==> src/rtl/mem_port_arb.sv <==
// mem_port_arb: round-robin arbiter sharing one memory port
// between instruction fetch and data access, with wait timeout.
module mem_port_arb #(
  parameter int AW      = 32,
  parameter int DW      = 32,
  parameter int TIMEOUT = 15
) (
  input  logic          clk,
  input  logic          clr_n,
  input  logic          i_req,
  input  logic [AW-1:0] i_addr,
  output logic [DW-1:0] i_rdata,
  output logic          i_done,
  input  logic          d_req,
  input  logic          d_we,
  input  logic [AW-1:0] d_addr,
  input  logic [DW-1:0] d_wdata,
  output logic [DW-1:0] d_rdata,
  output logic          d_done,
  output logic          m_req,
  output logic          m_we,
  output logic [AW-1:0] m_addr,
  output logic [DW-1:0] m_wdata,
  input  logic [DW-1:0] m_rdata,
  input  logic          m_ready,
  output logic          busy,
  output logic          err
);

  typedef enum logic [1:0] {
    IDLE,
    I_ACC,
    D_ACC,
    RESP
  } state_e;

  // Abort fires on the TIMEOUT-th unanswered access cycle.
  localparam logic [7:0] ToLast = 8'(TIMEOUT - 1);

  state_e        state_q, state_d;
  logic          last_d_q, last_d_d;
  logic [7:0]    cnt_q, cnt_d;
  logic          m_req_q, m_req_d;
  logic          m_we_q, m_we_d;
  logic [AW-1:0] m_addr_q, m_addr_d;
  logic [DW-1:0] m_wdata_q, m_wdata_d;
  logic [DW-1:0] i_rdata_q, i_rdata_d;
  logic [DW-1:0] d_rdata_q, d_rdata_d;
  logic          i_done_q, i_done_d;
  logic          d_done_q, d_done_d;
  logic          err_q, err_d;
  logic          busy_q, busy_d;

  // State and registered-output flops; last grant resets to data.
  always_ff @(posedge clk or negedge clr_n) begin
    if (!clr_n) begin
      state_q   <= IDLE;
      last_d_q  <= 1'b1;
      cnt_q     <= '0;
      m_req_q   <= 1'b0;
      m_we_q    <= 1'b0;
      m_addr_q  <= '0;
      m_wdata_q <= '0;
      i_rdata_q <= '0;
      d_rdata_q <= '0;
      i_done_q  <= 1'b0;
      d_done_q  <= 1'b0;
      err_q     <= 1'b0;
      busy_q    <= 1'b0;
    end else begin
      state_q   <= state_d;
      last_d_q  <= last_d_d;
      cnt_q     <= cnt_d;
      m_req_q   <= m_req_d;
      m_we_q    <= m_we_d;
      m_addr_q  <= m_addr_d;
      m_wdata_q <= m_wdata_d;
      i_rdata_q <= i_rdata_d;
      d_rdata_q <= d_rdata_d;
      i_done_q  <= i_done_d;
      d_done_q  <= d_done_d;
      err_q     <= err_d;
      busy_q    <= busy_d;
    end
  end

  // Next-state: grant, wait/timeout, one-cycle response.
  always_comb begin
    state_d   = state_q;
    last_d_d  = last_d_q;
    cnt_d     = cnt_q;
    m_req_d   = m_req_q;
    m_we_d    = m_we_q;
    m_addr_d  = m_addr_q;
    m_wdata_d = m_wdata_q;
    i_rdata_d = i_rdata_q;
    d_rdata_d = d_rdata_q;
    i_done_d  = 1'b0;
    d_done_d  = 1'b0;
    err_d     = 1'b0;
    unique case (state_q)
      IDLE: begin
        if (i_req && (!d_req || last_d_q)) begin
          state_d  = I_ACC;
          last_d_d = 1'b0;
          cnt_d    = '0;
          m_req_d  = 1'b1;
          m_we_d   = 1'b0;
          m_addr_d = i_addr;
        end else if (d_req) begin
          state_d   = D_ACC;
          last_d_d  = 1'b1;
          cnt_d     = '0;
          m_req_d   = 1'b1;
          m_we_d    = d_we;
          m_addr_d  = d_addr;
          m_wdata_d = d_wdata;
        end
      end
      I_ACC, D_ACC: begin
        if (m_ready || cnt_q == ToLast) begin
          state_d = RESP;
          m_req_d = 1'b0;
          m_we_d  = 1'b0;
          err_d   = !m_ready;
          if (state_q == I_ACC) begin
            i_done_d  = 1'b1;
            i_rdata_d = m_ready ? m_rdata : '0;
          end else begin
            d_done_d = 1'b1;
            if (!m_we_q) begin
              d_rdata_d = m_ready ? m_rdata : '0;
            end
          end
        end else begin
          cnt_d = cnt_q + 8'd1;
        end
      end
      RESP: begin
        state_d = IDLE;
      end
      default: begin
        state_d = IDLE;
      end
    endcase
    busy_d = (state_d != IDLE);
  end

  assign i_rdata = i_rdata_q;
  assign i_done  = i_done_q;
  assign d_rdata = d_rdata_q;
  assign d_done  = d_done_q;
  assign m_req   = m_req_q;
  assign m_we    = m_we_q;
  assign m_addr  = m_addr_q;
  assign m_wdata = m_wdata_q;
  assign busy    = busy_q;
  assign err     = err_q;

endmodule

==> config.mk <==
export PLATFORM = sky130hd
export DESIGN_NAME = mem_port_arb
export DESIGN_NICKNAME = d
export VERILOG_FILES = /design/src/rtl/mem_port_arb.sv
export SDC_FILE = /design/constraint.sdc
export NUM_CORES = 1
export LEC_CHECK = 0
export CAP_MARGIN = 25
export CELL_PAD_IN_SITES_DETAIL_PLACEMENT = 1
export CELL_PAD_IN_SITES_GLOBAL_PLACEMENT = 2
export CORE_ASPECT_RATIO = 0.6
export CORE_MARGIN = 4
export CORE_UTILIZATION = 23
export CTS_CLUSTER_DIAMETER = 40
export DETAILED_ROUTE_END_ITERATION = 10
export PLACE_DENSITY = 0.8
export REMOVE_ABC_BUFFERS = 1
export SKIP_LAST_GASP = 1
export SYNTH_ARGS = -nofsm -noshare
export SYNTH_HDL_FRONTEND = slang
export SYNTH_SLANG_ARGS = --single-unit
==> constraint.sdc <==
create_clock -name clk -period 1.97 [get_ports clk]
set_input_delay 0.197 -clock clk [delete_from_list [all_inputs] [get_ports clk]]
set_output_delay 0.197 -clock clk [all_outputs]
set_load 0.05 [all_outputs]
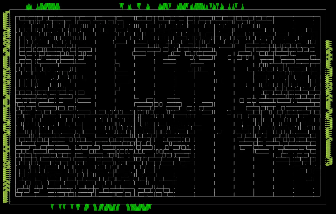
run_1/placed.png
site row count: 46
core box area: 0.02653 mm²
Fillers: 2939
Seq area share: 0.3582
Seq cells: 145

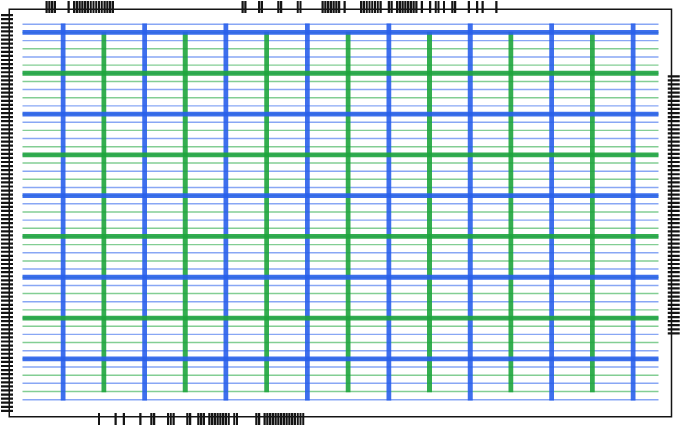
run_1/floorplan.png
Drawn at 3 px/µm. Pins as bars on the die edge.
[green] VDD
[blue] VSS
met5 straps: 9
met4 straps: 15
rows: 46
met1 rails: 47
signal pins: 268

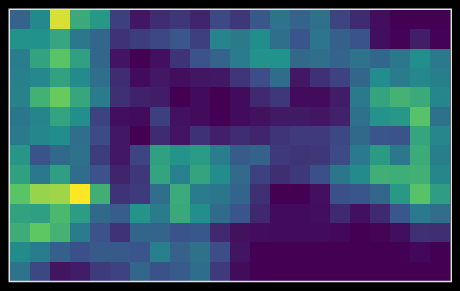
run_1/route_heat.png
Drawn at 2 px/µm. 22 x 14 tiles, from dark purple (low) to yellow (high), scaled to the fullest tile. Values are wire area over tile area, all layers added.
nearly empty tiles: 11%
emptiest ninth of the die: bottom right
mean over tiles: 0.13
fullest tile: 0.45
tiles over half the peak: 18%
total number of vias: 5257
WL per Instance: 19.01 µm
final wirelength: 22570 µm
total track usage: 0.1550

==> out/summary.txt, run 1 <==
Vias/cell: 4.429
pre-CTS setup slack: 0.06112 ns
Reg clk slew, reported paths: 0.06 ns
R2R depth: 6
Sw Pwr: 10.02 mW
Met2 Routed Length: 9813 µm
Seq/Total Area, Yosys: 0.5841
Post-synth top cells: dfrtp_1 (144), o21ai_0 (46), nand2_1 (42)
xor/xnor share: 0.001409
min cycle time layout: 1.870 ns
setup TNS: 0 ns
setup bufs post-CTS: 0
Int Power: 10.66 mW
Bufs and invs on worst path: 1
Area leader share: 0.5798
top cells by area: dfrtp_1 (58%), mux2_2 (5.8%), mux2i_1 (5.5%)
final core occ: 0.3819
Worst path max stage delay: 0.85 ns
die y size: 135.3 µm
layout cells sized above 1: 0.1753
outcome: complete, no violations
Fmax: 534.8 MHz
fp_density: 0.2342
worst setup path startpoint: m_wdata[16]$_DFFE_PN0P_
met3 WL: 2502 µm
sequential cell area: 0.003630 mm²
final instance area: 0.01013 mm²
worst r2r dst: cnt_q[4]$_DFFE_PN0P_
final setup vio count: 0
Final Max Tran Viols: 0
Log Warnings: 28
CTS H-tree depth: 4
CTS Hold Bufs: 1
startpoint types: flop
synth warn: 0
Net Sw Frac: 0.4847
drt drc: 0
DRT met1 WL: 9934 µm
TritonCTS Buffers: 17
crit path DRT: 1.77 ns
largest net degree at the start of global routing: 67
Bufs on Longest Clock Path: 2
register share of total power: 0.252
Placed Instances: 1154
worst-path cell chain: clkdlybuf4s50_1
Simple Share, Synth: 0.08637
number of I/O port buffers: 267
Fin Hold WS: 0.2480 ns
syn avg cell area: 11.68 µm²
initial antenna violation count: 3
Post-CTS Resized: 1
aoi share: 0.1502
P&R area growth vs syn: 63.06%
critical path's slowest cell: clkdlybuf4s50_1
YS chip area: 0.006215 mm²
post-layout period usage: 0.9492
setup ws final: 0.1000 ns
part of the power in the clock network: 0.163
delay-heaviest family, CP: buffers and inverters
Top Layer Used: met5
GP Congestion: 0.7595
area of the multi-input gates: 0.002297 mm²
Crit path arrival time: 1.67 ns
Adder Area Share: 0.01007
Hold Crit Class: input port to asynchronous set/reset pin
pwr dens: 2040 mW/mm²
area leader, netlist: dfrtp_1
DIE WIDTH: 220.2 µm
reg2reg setup slack: 0.11 ns
FF-to-FF Start: state_q[0]$_DFF_PN0_
Synth async-reset ratio: 1.000
clock tree from TritonCTS: yes
Primary FF master, synth: dfrtp_1
Seq cells post-synth: 145
Post-synth EDFFs: 0
starting DRC count in detailed routing: 304
Hold Fails Final Rpt: 0
end point of the critical path: m_wdata[16]
Yosys top cell by instances: dfrtp_1
Synth mux share: 0.1127
Static Leak: 4.409 nW
fin cells: 1187
Max VDD drop: 0.0007287 V
global-route wire length before repair: 34930 µm
Ports: 268
chip area: 0.02980 mm²
synthesized area: 0.006215 mm²
run 1: layout by cell type (no fill, tap or decap), drive strengths merged, types with 2 or more instances in the layout:
| master | netlist | final |
|---|---|---|
| clkdlybuf4s50 | 0 | 255 |
| dfrtp | 144 | 144 |
| o21ai | 76 | 76 |
| buf | 19 | 44 |
| nand2 | 42 | 42 |
| inv | 40 | 41 |
| mux2i | 34 | 34 |
| nand4 | 33 | 33 |
| mux2 | 32 | 32 |
| a22o | 32 | 32 |
| clkbuf | 19 | 20 |
| nor2 | 11 | 11 |
| a21oi | 7 | 7 |
| clkinv | 0 | 7 |
| nand3 | 5 | 5 |
| a21o | 5 | 5 |
| ha | 5 | 5 |
| nor3 | 5 | 5 |
| bufinv | 0 | 3 |
| a31oi | 2 | 2 |
| nand2b | 2 | 2 |
| a211oi | 2 | 2 |
| a221o | 2 | 2 |
run 1: sequential cells by signal, indices dropped and copies added (netlist names):
signal    flops
busy          1
cnt_q         8
d_done        1
d_rdata      32
err           1
i_done        1
i_rdata      32
last_d_q      1
m_addr       32
m_req         1
m_wdata      32
m_we          1
state_q       2
run 1: power groups by stage:
stage | combinational, mW | clock [mW] | sequential (mW)
finish | 12.1 | 3.37 | 5.20
CTS | 12.2 | 3.50 | 5.22
global placement | 12.1 | 0 | 5.20
global route | 12.8 | 3.64 | 5.41
floorplan | 2.84 | 0 | 9.81
detailed placement | 12.2 | 0 | 5.25
run 1: per-layer routing:
metal	track usage	up-vias
li1	-	2452
met1	0.1997	2585
met2	0.2301	189
met3	0.07687	25
met4	0.04496	6
met5	0	-
run 1: layout make-up:
class	instances	share of cell area
multi-input combinational	309	0.2267
inverter	40	0.01482
clock inverter	12	0.01580
timing repair buffer	301	0.2969
sequential	145	0.3582
clock buffer	20	0.04309
tap	360	0.04445
## Run 2: what changed since run 1
CTS_CLUSTER_SIZE = 28   (was unset)
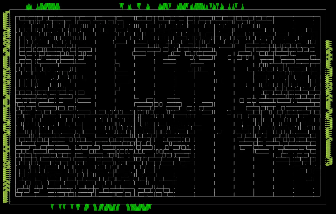
run_2/placed.png
TAP cells: 360
final core occ: 0.3819

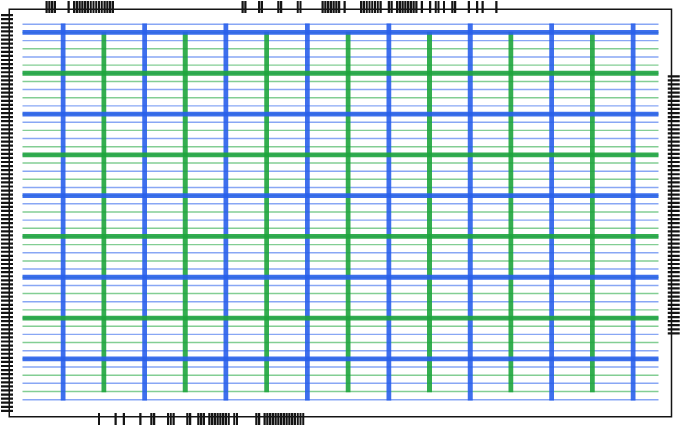
run_2/floorplan.png
Drawn at 3 px/µm. Pins as bars on the die edge.
[blue] VSS
[green] VDD
met4 straps: 15
rows: 46
met5 straps: 9
met1 rails: 47
DIE WIDTH: 220.2 µm
Max VDD drop: 0.0007287 V
die y size: 135.3 µm

==> run 2 against run 1 <==
Effect of this change: hold slack unchanged; first-iteration DRC count is the same; combinational power barely moved; synthesized cell count unchanged; total power is the same; routed wire length unchanged; largest power group unchanged.
==> out/summary.txt, run 2 <==
synth warn: 0 (unchanged)
drt drc: 0 (unchanged)
YS chip area: 0.006215 mm² (unchanged)
initial antenna violation count: 3 (unchanged)
Area leader share: 0.5798 (unchanged)
Hold Fails Final Rpt: 0 (unchanged)
Comb group: 12.1 mW (about the same)
Sw Pwr: 10.02 mW (unchanged)
Seq/Total Area, Yosys: 0.5841 (unchanged)
startpoint types: flop (unchanged)
Hold Crit Class: input port to asynchronous set/reset pin (unchanged)
Primary FF master, synth: dfrtp_1 (unchanged)
Post-synth EDFFs: 0 (unchanged)
grt met3 use: 0.07687 (unchanged)
Reg clk slew, reported paths: 0.06 ns (about the same)
GRT busiest layer: met2 (unchanged)
met1 Use GR: 0.1997 (unchanged)
CP Max Fanout: 2 (unchanged)
total number of vias: 5257 (unchanged)
final setup vio count: 0 (unchanged)
critical path's slowest cell: clkdlybuf4s50_1 (unchanged)
Pwr top: combinational logic (unchanged)
crit path DRT: 1.77 ns (about the same)
core box area: 0.02653 mm² (unchanged)
CTS Sinks: 145 (unchanged)
part of the power in the clock network: 0.163 (about the same)
Fmax: 534.8 MHz (unchanged)
most instantiated logic cell after routing: clkdlybuf4s50_1 (unchanged)
final wirelength: 22570 µm (unchanged)
layout cells sized above 1: 0.1753 (unchanged)
P&R area growth vs syn: 63.06% (unchanged)
Worst Setup End Kind: output pin (unchanged)
fin cells: 1187 (unchanged)
GP Congestion: 0.7595 (unchanged)
grt ovf: 0 (unchanged)
outcome: complete, no violations (unchanged)
chip area: 0.02980 mm² (unchanged)
synthesized area: 0.006215 mm² (unchanged)
Net Sw Frac: 0.4847 (unchanged)
site row count: 46 (unchanged)
total track usage: 0.1550 (unchanged)
Int Power: 10.66 mW (unchanged)
pwr dens: 2040 mW/mm² (unchanged)
min cycle time layout: 1.870 ns (unchanged)
RSZ-0062 raised after global routing: no (unchanged)
Ports: 268 (unchanged)
TritonCTS Buffers: 17 (unchanged)
syn avg cell area: 11.68 µm² (unchanged)
CTS Hold Bufs: 1 (unchanged)
largest net degree at the start of global routing: 67 (unchanged)
Crit path arrival time: 1.67 ns (about the same)
Post-CTS Resized: 1 (unchanged)
Clock group: 3.37 mW (about the same)
Final Max Tran Viols: 0 (unchanged)
Worst path max stage delay: 0.85 ns (about the same)
clock tree from TritonCTS: yes (unchanged)
CTS H-tree depth: 4 (unchanged)
fp_density: 0.2342 (unchanged)
Seq cells post-synth: 145 (unchanged)
Log Warnings: 28 (unchanged)
Placed Instances: 1154 (unchanged)
grt met2 use: 0.2301 (unchanged)
Static Leak: 4.409 nW (unchanged)
Bufs and invs on worst path: 1 (unchanged)
starting DRC count in detailed routing: 304 (unchanged)
register share of total power: 0.252 (about the same)
hpwl dp: 16920 µm (unchanged)
Vias/cell: 4.429 (unchanged)
global-route wire length before repair: 34930 µm (unchanged)
post-layout period usage: 0.9492 (unchanged)
Bufs on Longest Clock Path: 2 (unchanged)
Cell variety after synth: 42 (unchanged)
Mapped Cells: 532 (unchanged)
number of I/O port buffers: 267 (unchanged)
top cells by area: dfrtp_1 (58%), mux2_2 (5.8%), mux2i_1 (5.5%) (unchanged)
most frequent cells in the layout: clkdlybuf4s50_1 (255), dfrtp_1 (144), o21ai_0 (45), nand2_1 (42), inv_1 (40) (unchanged)
setup bufs post-CTS: 0 (unchanged)
setup ws final: 0.1000 ns (unchanged)
Yosys top cell by instances: dfrtp_1 (unchanged)
Fin Hold WS: 0.2480 ns (unchanged)
# Max-Cap Violations: 0 (unchanged)
Post-synth top cells: dfrtp_1 (144), o21ai_0 (46), nand2_1 (42) (unchanged)
sequential power: 5.20 mW (about the same)
pre-CTS setup slack: 0.06112 ns (unchanged)
WL per Instance: 19.01 µm (unchanged)
worst-path cell chain: clkdlybuf4s50_1 (unchanged)
clk root buf: clkbuf_16 (unchanged)
delay-heaviest family, CP: buffers and inverters (unchanged)
Synth async-reset ratio: 1.000 (unchanged)
area leader, netlist: dfrtp_1 (unchanged)
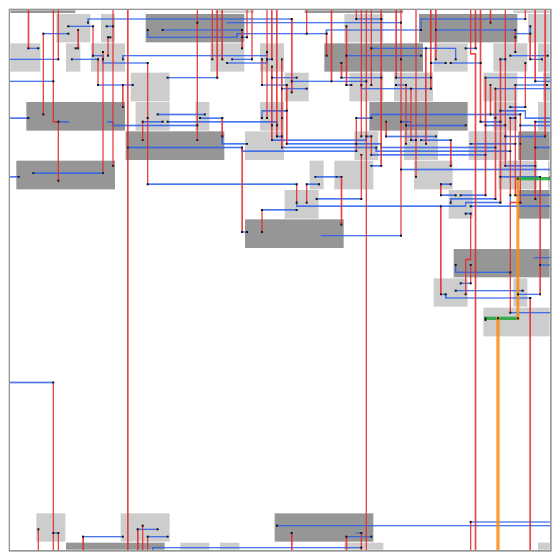
run_2/closeup.png
Window x 85 to 135, y 70 to 120 µm. Cells in gray, sequential cells in the stronger gray; small squares are vias.
[orange] M4
[blue] M1
[red] M2
[green] M3
most frequent: dfrtp_1 (10), clkdlybuf4s50_1 (10)
netlist names of flops here include: i_rdata (6), d_rdata (3)
sequential cells in the window: 10
cells with their middle in the window: 46

==> run 2: cell counts in the layout (fill, tap and decap cells not counted) <==
Identical to the previous run, type by type.
==> run 2: stage by stage <==
step                      area (µm²)  utilization  TNS, ns  total power, mW
after global routing           10130       0.3819        0            21.86
after detailed placement        9504       0.3582        0            17.42
after CTS                      10110       0.3810        0            20.95
after floorplan                 6022            -  -156.19            12.64
after global placement          9504       0.3582        0            17.26
final                          10130       0.3819        0            20.68
==> run 2: layout make-up <==
class	count	area, µm²
inverter	40	150.1
clock buffer	20	436.7
sequential	145	3630
multi-input combinational	309	2297
tap	360	450.4
fill	2939	16400
clock inverter	12	160.2
timing repair buffer	301	3009
==> run 2: cells by family after synthesis <==
logic type,Yosys count,synth area share
adder cells (fa/ha/maj),5,0.01007
XOR/XNOR,1,0.001410
flip-flops,145,0.5841
buffers and inverters,78,0.05516
AND/OR/NAND/NOR,106,0.08637
AND-OR/OR-AND,131,0.1502
multiplexers,66,0.1127
==> run 2: path summary, 6_finish.rpt <==
path / start / end / slack, ns / depth (start not counted)
setup reg to reg: state_q[0]$_DFF_PN0_ / cnt_q[4]$_DFFE_PN0P_ / 0.11 / 6
setup / recovery: m_wdata[16]$_DFFE_PN0P_ / m_wdata[16] / 0.10 / 1
max in group asynchronous: clr_n / cnt_q[5]$_DFFE_PN0P_ / 1.03 / 3
hold reg to reg: m_addr[4]$_DFFE_PN0P_ / m_addr[4]$_DFFE_PN0P_ / 0.48 / 2
hold / removal: clr_n / d_rdata[14]$_DFFE_PN0P_ / 0.25 / 2
min in group clk: d_wdata[24] / m_wdata[24]$_DFFE_PN0P_ / 0.37 / 2
==> run 2: routing by layer <==
metal / routed length (µm) / vias to the layer above
li1: - / 2452
met3: 2502 / 25
met4: 282 / 6
met5: 37 / -
met2: 9813 / 189
met1: 9934 / 2585
## Run 3: what changed since run 2
CELL_PAD_IN_SITES_DETAIL_PLACEMENT = 2   (was 1)
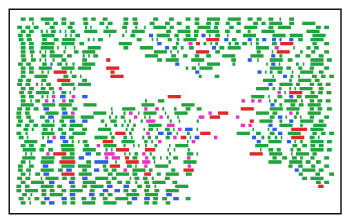
run_3/sizing.png
Drawn at 1.5 px/µm.
[blue] x2 | cells: 69
[magenta] x3 and x4 | cells: 44
[green] x1 and smaller | cells: 679
[red] x6 and larger | cells: 35
Signal buffers: 301
P&R area growth vs syn: 62.98%
final instance area: 0.01013 mm²
setup ws final: 0.08887 ns

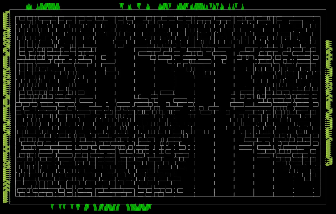
run_3/placed.png
fin cells: 1187
Seq area share: 0.3584
final core occ: 0.3817
Fillers: 2771

==> run 3 against run 2 <==
Effect of this change: total power increased by 0.77%; flip-flop count unchanged; design area about the same; die size unchanged.
==> out/summary.txt, run 3 <==
Logic Gate Count: 309 (unchanged)
total track usage: 0.1697 (was 0.1550)
layout cells sized above 1: 0.1790 (was 0.1753)
Bufs on Longest Clock Path: 2 (unchanged)
comb area leader: AND-OR/OR-AND gates (unchanged)
xor/xnor share: 0.001409 (unchanged)
pwr dens: 2057 mW/mm² (was 2040 mW/mm²)
Fin Hold WS: 0.2383 ns (was 0.2480 ns)
delay-heaviest family, CP: buffers and inverters (unchanged)
Seq cells: 145 (unchanged)
Ports: 268 (unchanged)
CTS Hold Bufs: 1 (unchanged)
dpl cell area: 0.009504 mm² (unchanged)
global-route wire length before repair: 38060 µm (was 34930 µm)
R2R depth: 6 (unchanged)
register share of total power: 0.252 (about the same)
synth warn: 0 (unchanged)
Power Total: 20.83 mW (was 20.68 mW)
area leader, netlist: dfrtp_1 (unchanged)
setup TNS: 0 ns (unchanged)
TAP cells: 360 (unchanged)
Crit path arrival time: 1.68 ns (was 1.67 ns)
Seq cells post-synth: 145 (unchanged)
starting DRC count in detailed routing: 267 (was 304)
initial antenna violation count: 4 (was 3)
Reg clk slew, reported paths: 0.06 ns (about the same)
crit path DRT: 1.77 ns (about the same)
Hold Crit Class: input port to asynchronous set/reset pin (unchanged)
Area leader share: 0.5798 (unchanged)
pre-CTS setup slack: 0.01765 ns (was 0.06112 ns)
largest class: flip-flops and latches (unchanged)
outcome: complete, no violations (unchanged)
Post-synth EDFFs: 0 (unchanged)
grt ovf: 0 (unchanged)
Final Max Tran Viols: 0 (unchanged)
site row count: 46 (unchanged)
Primary FF master, synth: dfrtp_1 (unchanged)
Worst path max stage delay: 0.85 ns (about the same)
Worst Setup End Kind: output pin (unchanged)
Post-synth top cells: dfrtp_1 (144), o21ai_0 (46), nand2_1 (42) (unchanged)
total number of vias: 5406 (was 5257)
Simple Share, Synth: 0.08637 (unchanged)
logic share of the area: 0.2268 (was 0.2267)
chip area: 0.02980 mm² (unchanged)
Post-CTS Resized: 1 (unchanged)
die y size: 135.3 µm (unchanged)
FF-to-FF Start: state_q[0]$_DFF_PN0_ (unchanged)
clock tree from TritonCTS: yes (unchanged)
worst r2r dst: cnt_q[4]$_DFFE_PN0P_ (unchanged)
Log Warnings: 28 (unchanged)
Vias/cell: 4.554 (was 4.429)
area of the multi-input gates: 0.002297 mm² (unchanged)
number of I/O port buffers: 267 (unchanged)
NonClk Buf Share: 0.2971 (was 0.2969)
Max VDD drop: 0.0007642 V (was 0.0007287 V)
reg2reg setup slack: 0.10 ns (was 0.11 ns)
RSZ-0062 raised after global routing: no (unchanged)
YS chip area: 0.006215 mm² (unchanged)
Yosys top cell by instances: dfrtp_1 (unchanged)
Mapped Cells: 532 (unchanged)
critical path's slowest cell: clkdlybuf4s50_1 (unchanged)
worst-path cell chain: clkdlybuf4s50_1 (unchanged)
aoi share: 0.1502 (unchanged)
Adder Area Share: 0.01007 (unchanged)
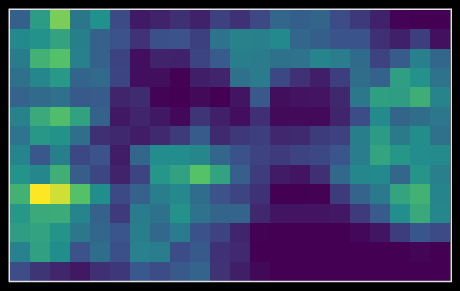
run_3/route_heat.png
Drawn at 2 px/µm. 22 x 14 tiles, from dark purple (low) to yellow (high), scaled to the fullest tile. Values are wire area over tile area, all layers added.
tiles over half the peak: 14%
emptiest ninth of the die: bottom right
mean over tiles: 0.14
fullest tile: 0.50

==> run 3: cell types whose count changed in the layout (fill, tap and decap cells not counted) <==
cell | before | now
bufinv_16 | 3 | 2
clkbuf_1 | 3 | 0
clkbuf_8 | 0 | 1
clkinv_2 | 2 | 3
clkinv_4 | 5 | 3
inv_6 | 1 | 5
==> run 3: routing by layer <==
metal / up-vias / global-route usage / part of all wire
met2: 201 / 0.2677 / 0.46
met3: 25 / 0.07934 / 0.10
met1: 2727 / 0.2100 / 0.42
met5: - / 0 / 0.0016
met4: 8 / 0.04601 / 0.012
li1: 2445 / - / -
==> run 3: logic make-up after synthesis <==
| logic type | count (synthesis) |
|---|---|
| mux | 66 |
| buf+inv | 78 |
| xor+xnor | 1 |
| compound gates | 131 |
| flops | 145 |
| simple gates | 106 |
| fa+ha+maj | 5 |
==> run 3: worst min-delay path by stage <==
stage | end | slack [ns] | depth (start not counted)
global placement | d_rdata[1]$_DFFE_PN0P_ | 0.11 | 1
floorplan | busy$_DFF_PN0_ | -0.1 | 0
CTS | d_rdata[14]$_DFFE_PN0P_ | 0.23 | 2
global route | d_rdata[14]$_DFFE_PN0P_ | 0.25 | 2
finish | d_rdata[14]$_DFFE_PN0P_ | 0.24 | 2
detailed placement | d_rdata[14]$_DFFE_PN0P_ | 0.12 | 1
==> run 3: power by group through the flow <==
stage                     Clock (mW)  Sequential (mW)  Combinational (mW)
after floorplan                    0             9.81                2.84
after global placement             0             5.20                12.1
after detailed placement           0             5.29                12.3
after CTS                       3.44             5.27                12.4
after global routing            3.58             5.44                13.0
final                           3.32             5.25                12.3
==> run 3: worst register-to-register path, stage by stage (launching register included) <==
cell     delay [ns]
dfrtp_1        0.38
inv_1          0.10
ha_2           0.34
nor4b_1        0.17
a221o_2        0.44
a21o_1         0.18
a21o_1         0.17
Power figures rest on the tool's default switching activity, not on a simulated workload.
